[src/rtl/hazard_ctrl.sv]
// Pipeline hazard controller: load-use stalls, multi-cycle EX holds, memory-busy freeze
// and taken-branch IF/ID flushes, with ID-stage instruction/PC passed straight through.
module hazard_ctrl #(
  parameter int XLEN       = 32,
  parameter int REG_AW     = 5,
  parameter int LOAD_STALL = 1,
  parameter int MULDIV_LAT = 4,
  parameter int BR_FLUSH   = 1
) (
  input  logic              clk_i,
  input  logic              rst_i,
  input  logic              MemtoReg_i,
  input  logic [REG_AW-1:0] RD_i,
  input  logic [XLEN-1:0]   instr_i,
  input  logic [XLEN-1:0]   addr_i,
  input  logic              Branch_i,
  input  logic              MulDiv_i,
  input  logic              MemBusy_i,
  output logic              Stall_o,
  output logic              Bubble_o,
  output logic              Hold_o,
  output logic              Flush_o,
  output logic [XLEN-1:0]   instr_o,
  output logic [XLEN-1:0]   addr_o,
  output logic [1:0]        State_o
);

  localparam int CW = $clog2(16) + 1;

  typedef enum logic [1:0] {
    IDLE      = 2'd0,
    LOAD_WAIT = 2'd1,
    MULDIV    = 2'd2
  } state_t;

  state_t          state_q, state_d;
  logic [CW-1:0]   cnt_q, cnt_d;
  logic            pend_q, pend_d;
  logic [REG_AW-1:0] rs1, rs2;
  logic            hit;
  logic            stall, bubble, hold, flush;

  assign rs1 = instr_i[15 +: REG_AW];
  assign rs2 = instr_i[20 +: REG_AW];
  assign hit = MemtoReg_i && (RD_i != '0) &&
               ((rs1 == RD_i) || (instr_i[5] && (rs2 == RD_i)));

  always_comb begin
    state_d = state_q;
    cnt_d   = cnt_q;
    stall   = 1'b0;
    bubble  = 1'b0;
    hold    = 1'b0;
    if (MemBusy_i) begin
      // Memory not ready freezes everything, including the wait counter.
      stall = 1'b1;
      hold  = 1'b1;
    end else begin
      unique case (state_q)
        IDLE: begin
          if (MulDiv_i) begin
            stall = 1'b1;
            hold  = 1'b1;
            if (MULDIV_LAT > 1) begin
              state_d = MULDIV;
              cnt_d   = CW'(MULDIV_LAT - 1);
            end
          end else if (hit) begin
            stall  = 1'b1;
            bubble = 1'b1;
            if (LOAD_STALL > 1) begin
              state_d = LOAD_WAIT;
              cnt_d   = CW'(LOAD_STALL - 1);
            end
          end
        end
        LOAD_WAIT: begin
          stall  = 1'b1;
          bubble = 1'b1;
          cnt_d  = cnt_q - CW'(1);
          if (cnt_q == CW'(1)) state_d = IDLE;
        end
        MULDIV: begin
          stall = 1'b1;
          hold  = 1'b1;
          cnt_d = cnt_q - CW'(1);
          if (cnt_q == CW'(1)) state_d = IDLE;
        end
        default: begin
          state_d = IDLE;
          cnt_d   = '0;
        end
      endcase
    end
  end

  // A second flush cycle is owed only for two-cycle flushes; it waits out any stall.
  always_comb begin
    flush  = (Branch_i || pend_q) && !stall;
    pend_d = pend_q;
    if (flush) pend_d = (BR_FLUSH == 2) && !pend_q;
  end

  always_ff @(posedge clk_i or negedge rst_i) begin
    if (!rst_i) begin
      state_q <= IDLE;
      cnt_q   <= '0;
      pend_q  <= 1'b0;
    end else begin
      state_q <= state_d;
      cnt_q   <= cnt_d;
      pend_q  <= pend_d;
    end
  end

  assign Stall_o  = stall;
  assign Bubble_o = bubble;
  assign Hold_o   = hold;
  assign Flush_o  = flush;
  assign State_o  = state_q;
  assign instr_o  = instr_i;
  assign addr_o   = addr_i;

endmodule

[config.mk]
export PLATFORM = sky130hd
export DESIGN_NAME = hazard_ctrl
export DESIGN_NICKNAME = d
export VERILOG_FILES = /design/src/rtl/hazard_ctrl.sv
export SDC_FILE = /design/constraint.sdc
export NUM_CORES = 1
export LEC_CHECK = 0
export CORE_MARGIN = 3
export CORE_UTILIZATION = 23
export DETAILED_ROUTE_END_ITERATION = 12
export PLACE_DENSITY = 0.92
export SLEW_MARGIN = 20
export SYNTH_ARGS = -nofsm -noshare
export SYNTH_HDL_FRONTEND = slang
export SYNTH_SLANG_ARGS = --single-unit
[constraint.sdc]
create_clock -name clk_i -period 1.5 [get_ports clk_i]
set_input_delay 0.15 -clock clk_i [delete_from_list [all_inputs] [get_ports clk_i]]
set_output_delay 0.15 -clock clk_i [all_outputs]
set_load 0.1 [all_outputs]
==> flow_metrics.env, run 1 <==
# source this file to load flow results
export IMPL_status="finished, violations left"
export IMPL_violations="negative setup slack"
export IMPL_taps=48
export IMPL_slew_viol_final=0
export IMPL_first_iter_violations=9
export IMPL_final_cells=162
export IMPL_fin_ws_ps=-60.6
export IMPL_use_met2=0.139
export IMPL_comb_cell_share=0.290
export IMPL_wl_met1_um=709
export IMPL_pg_comb_mw=0.443
export IMPL_worstSetupPathType="reg2out"
export IMPL_logic_family="buffers and inverters"
export IMPL_numSynthFlops=6
export IMPL_placed_cell_area_mm2=0.00124
export IMPL_warnings=30
export IMPL_route_detailed_drc=0
export IMPL_syn_to_final_growth_pct=37.8
export IMPL_grt_pass1_vias=704
export IMPL_layout_top_cell="buf_4"
export IMPL_die_h_um=70.7
export IMPL_tns_ps=-139
export IMPL_yosys_area_top_type_share=0.506
export IMPL_ys_sh_aoi=0.0961
export IMPL_r2r_setup_slack_ps=150
export IMPL_cp_depth=4
export IMPL_ys_top_cells_by_count="buf_4 (65), xor2_1 (9), dfrtp_1 (6)"
export IMPL_inv_count=5
export IMPL_ys_seq_frac=0.156
export IMPL_wl_per_cell_um=13.4
export IMPL_antennaDiodeCount=0
export IMPL_swShare=0.373
export IMPL_die_w_um=70.7
export IMPL_slowest_stage="dfrtp_4"
export IMPL_drv_cap=0
export IMPL_met2_length_um=1100
export IMPL_largest_register_ffs=5
export IMPL_crit_chain="nor3_4 -> buf_4 -> o211a_1 -> buf_12"
export IMPL_critical_path_max_stage_delay_ps=480
export IMPL_grt_busiest_layer="met2"
export IMPL_die_area_mm2=0.00500
export IMPL_antenna_found_initial=0
export IMPL_rr_worst_depth=5
export IMPL_routed_via_density=4.27
export IMPL_crit_family="flip-flops"
export IMPL_synth_async_sr_flop_share=1.00
export IMPL_worst_r2r_endpoint="cnt_q[4]$_DFFE_PN0P_"
export IMPL_yosys_cells=117
export IMPL_pwr_share_comb=0.481
export IMPL_routed_wl_um=2170
export IMPL_cp_start_kind="flip-flop"
export IMPL_drive_gt1_frac=0.561
export IMPL_grt_setup_unrepaired="true"
export IMPL_power_internal_mw=0.578
export IMPL_highest_layer="met4"
export IMPL_buffer_area_frac=0.498
export IMPL_nClkBuffers=4
export IMPL_cts_tree="built"
export IMPL_ys_top_cells_by_area="buf_4 (51%), dfrtp_1 (16%), xor2_1 (8.2%)"
export IMPL_end_kind="output pin"
export IMPL_top_cell="buf_4"
export IMPL_fp_util=0.250
export IMPL_final_period_utilization=1.04
export IMPL_n_all_buffers=58
export IMPL_dp_hpwl_um=1730
export IMPL_power_mw=0.922
export IMPL_largest_class="buffers"
export IMPL_rows=22
export IMPL_regMostFlops="cnt_q"
export IMPL_irDropWorstVdd_v=0.000504
export IMPL_post_cts_buffers=2
export IMPL_seq_share=0.116
export IMPL_path_max_fanout=2
export IMPL_cts_root_buf="clkbuf_8"
export IMPL_cp_startpoint="State_o[1]$_DFFE_PN0P_"
export IMPL_ctsResizeCount=44
export IMPL_simple_gate_share=0.0675
export IMPL_yosysWarnings=0
export IMPL_core_area_mm2=0.00385
export IMPL_nets=192
export IMPL_dr_wl_met3_um=267
export IMPL_cellPowerDensity_mw_per_mm2=695
export IMPL_grt_pass1_wl_um=3270
export IMPL_synth_cell_area_um2=963
export IMPL_endpoint="Flush_o"
export IMPL_dp_cells=156
export IMPL_synth_avg_cell_area_um2=8.23
export IMPL_ys_flop_type="dfrtp_1"
export IMPL_cts_hold_buf=0
export IMPL_seq_power_share=0.240
export IMPL_ant_nets=0
export IMPL_setup_violations=4
export IMPL_dr_pass1_iters=4
export IMPL_final_core_util=0.344
export IMPL_ys_sh_adder=0.0260
export IMPL_cts_clk_slew_worst_paths_ps=40
export IMPL_worstSkewPairLatency_ps=220
export IMPL_pg_seq_mw=0.222
export IMPL_h_tree_depth=1
export IMPL_period_needed_ps=1560
export IMPL_min_path_type="in2async"
export IMPL_finalHoldViolCount=0
export IMPL_met1_usage=0.0811
export IMPL_whs_ps=172
export IMPL_comb_multi_input_count=41
export IMPL_synth_cell_types=25
export IMPL_top_power_group="combinational cells"
export IMPL_final_cell_area_mm2=0.00133
export IMPL_grt_max_degree=8
export IMPL_mi_logic_area_um2=385
export IMPL_cp_data_arrival_time_ps=1410
export IMPL_edf_count=0
export IMPL_r2r_start="cnt_q[0]$_DFFE_PN0P_"
export IMPL_use_met3=0.0270
export IMPL_syn_inst=117
export IMPL_pwr_share_clk=0.279
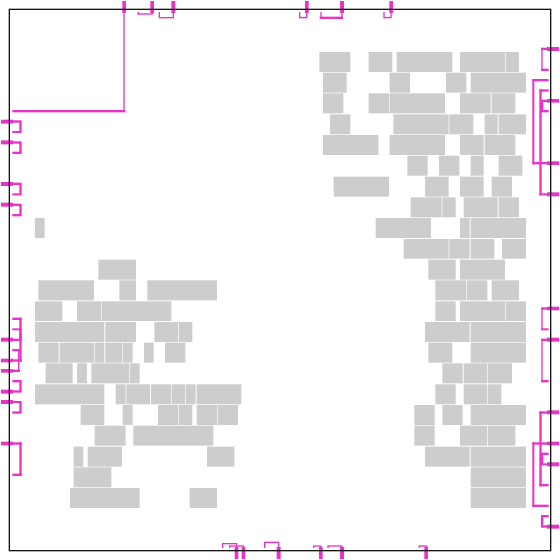
run_1/port_nets.png
- `addr_o`: magenta (bits 32; direction output; edge 10 left, 10 right, 6 top, 6 bottom; end cells 0; buffers 0; wire 171 um)
Port Buffers: 37
I/O pins: 145

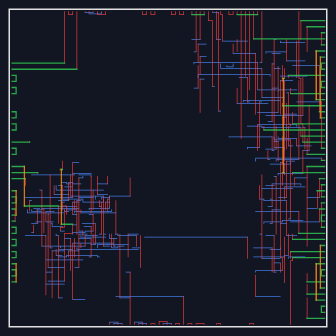
run_1/metal_stack.png
- met4: orange (wire length 93.8 um)
- met3: green (wire length 267 um)
- met2: red (wire length 1100 um)
- met1: blue (wire length 709 um)
gr usage total: 0.0827
via count: 691

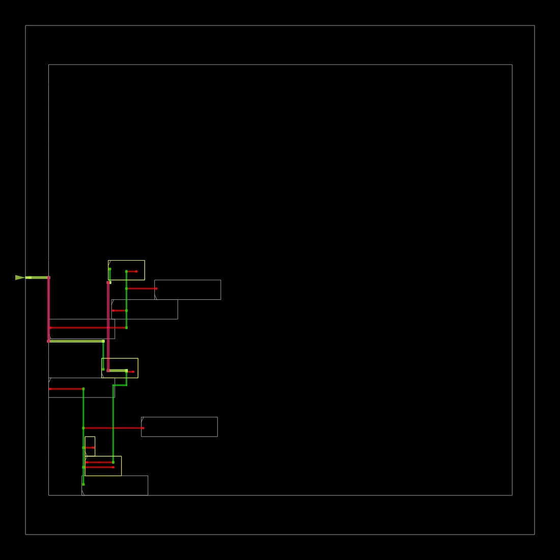
run_1/final_clocks.png
total CTS buffers: 3
Sink Count: 6
Seq cells: 6
Clock Power: 0.257 mW

run_1/gate_families.png
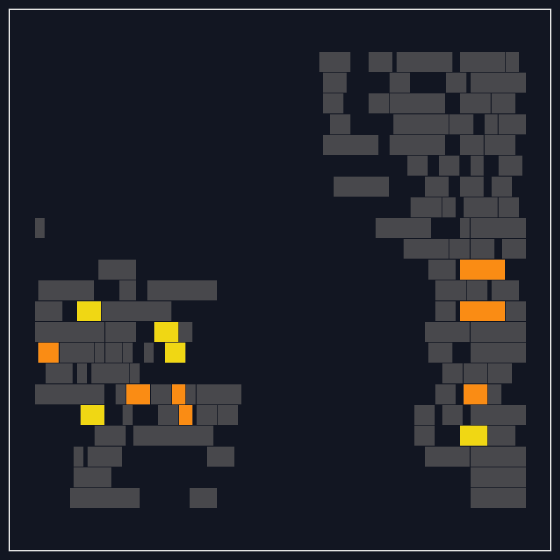

==> run 2, diff against run 1 <==
- CORE_MARGIN: 3 -> 4
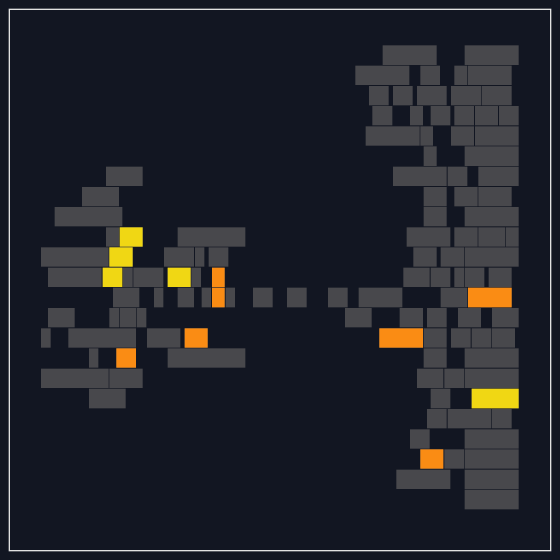
run_2/gate_families.png
- inverting AOI/OAI gates: orange (cells 7)
- AND-OR and OR-AND gates: yellow (cells 5)
most numerous logic cell after layout: buf_4
multi-input gate share of total cell area: 0.292
Final Non-Filler Cells: 165

==> run 2 against run 1 <==
- the flow still finishes with violations (negative setup slack)
- clock skew increased by 0.60 ps
- via count fell by 0.58%
- sequential power is essentially flat
- flip-flop count did not move
==> flow_metrics.env, run 2 <==
# source this file to load flow results
export IMPL_flops=6
export IMPL_syn_inst=117
export IMPL_grt_pass1_wl_um=3130
export IMPL_slew_viol_final=0
export IMPL_taps=50
export IMPL_fin_ws_ps=-71.3
export IMPL_swShare=0.377
export IMPL_r2r_setup_slack_ps=160
export IMPL_nClkBuffers=4
export IMPL_n_all_buffers=59
export IMPL_met1_usage=0.0801
export IMPL_core_area_mm2=0.00403
export IMPL_pg_comb_mw=0.448
export IMPL_end_kind="output pin"
export IMPL_grt_total_usage=0.0772
export IMPL_numCtsBuffers=3
export IMPL_dp_hpwl_um=1780
export IMPL_ant_nets=0
export IMPL_comb_multi_input_count=41
export IMPL_cts_tree="built"
export IMPL_crit_family="simple AND/OR/NAND/NOR gates"
export IMPL_drv_cap=0
export IMPL_r2r_start="cnt_q[0]$_DFFE_PN0P_"
export IMPL_grt_busiest_layer="met2"
export IMPL_crit_chain="buf_2 -> or4_4 -> o21ai_4 -> buf_4 -> nor3_4 -> buf_12"
export IMPL_die_h_um=72.7
export IMPL_wl_met1_um=848
export IMPL_antenna_found_initial=0
export IMPL_use_met3=0.0317
export IMPL_status="finished, violations left"
export IMPL_nets=193
export IMPL_grt_pass1_vias=691
export IMPL_worstSetupPathType="in2out"
export IMPL_seq_power_share=0.238
export IMPL_yosys_area_top_type_share=0.506
export IMPL_post_cts_buffers=1
export IMPL_cp_depth=6
export IMPL_grt_max_degree=8
export IMPL_port_buffers=37
export IMPL_cp_startpoint="RD_i[1]"
export IMPL_finalHoldViolCount=0
export IMPL_met2_length_um=961
export IMPL_synth_avg_cell_area_um2=8.23
export IMPL_synth_cell_area_um2=963
export IMPL_io_pins=145
export IMPL_dp_cells=160
export IMPL_wl_per_cell_um=13.6
export IMPL_power_mw=0.928
export IMPL_clock_sinks=6
export IMPL_setup_violations=4
export IMPL_top_cell="buf_4"
export IMPL_synth_cell_types=25
export IMPL_ctsResizeCount=41
export IMPL_yosys_cells=117
export IMPL_highest_layer="met4"
export IMPL_routed_via_density=4.16
export IMPL_drive_gt1_frac=0.565
export IMPL_fp_util=0.239
export IMPL_rows=23
export IMPL_final_core_util=0.334
export IMPL_violations="negative setup slack"
export IMPL_ys_sh_adder=0.0260
export IMPL_largest_register_ffs=5
export IMPL_route_detailed_drc=0
export IMPL_pwr_share_comb=0.482
export IMPL_cts_hold_buf=0
export IMPL_period_needed_ps=1570
export IMPL_inv_count=5
export IMPL_warnings=30
export IMPL_mi_logic_area_um2=393
export IMPL_antennaDiodeCount=0
export IMPL_path_max_fanout=3
export IMPL_whs_ps=167
export IMPL_die_w_um=72.7
export IMPL_cp_data_arrival_time_ps=1420
export IMPL_ys_top_cells_by_area="buf_4 (51%), dfrtp_1 (16%), xor2_1 (8.2%)"
export IMPL_tns_ps=-200
export IMPL_grt_setup_unrepaired="true"
export IMPL_cellPowerDensity_mw_per_mm2=689
export IMPL_synth_async_sr_flop_share=1.00
export IMPL_dr_wl_met3_um=326
export IMPL_h_tree_depth=1
export IMPL_top_power_group="combinational cells"
export IMPL_via_count=687
export IMPL_min_path_type="in2async"
export IMPL_slowest_stage="or4_4"
export IMPL_pg_seq_mw=0.221
export IMPL_rr_worst_depth=5
export IMPL_first_iter_violations=15
export IMPL_ys_seq_frac=0.156
export IMPL_placed_cell_area_mm2=0.00126
export IMPL_dr_pass1_iters=3
export IMPL_ys_sh_aoi=0.0961
export IMPL_cts_clk_slew_worst_paths_ps=40
export IMPL_yosysWarnings=0
export IMPL_cts_root_buf="clkbuf_8"
export IMPL_ys_flop_type="dfrtp_1"
export IMPL_simple_gate_share=0.0675
export IMPL_logic_family="buffers and inverters"
export IMPL_final_cell_area_mm2=0.00135
export IMPL_edf_count=0
export IMPL_worst_r2r_endpoint="cnt_q[4]$_DFFE_PN0P_"
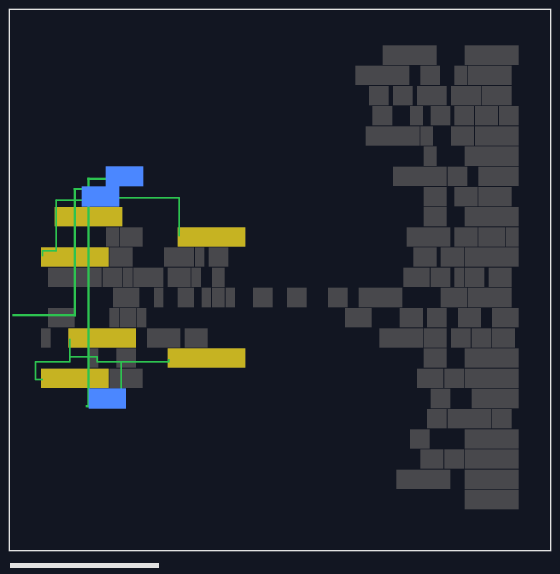
run_2/clock_map.png
Bar = 20 um.
- clock wires: green (length 137 um)
- cells driving clock nets: blue (count 3)
- flip-flops: yellow (count 6)
- flops lie: left middle
- routed clock nets: 4
clock share of power: 0.280
Clock Power: 0.259 mW
Latency at later pin: 230 ps

Power and IR drop assume default switching activity.
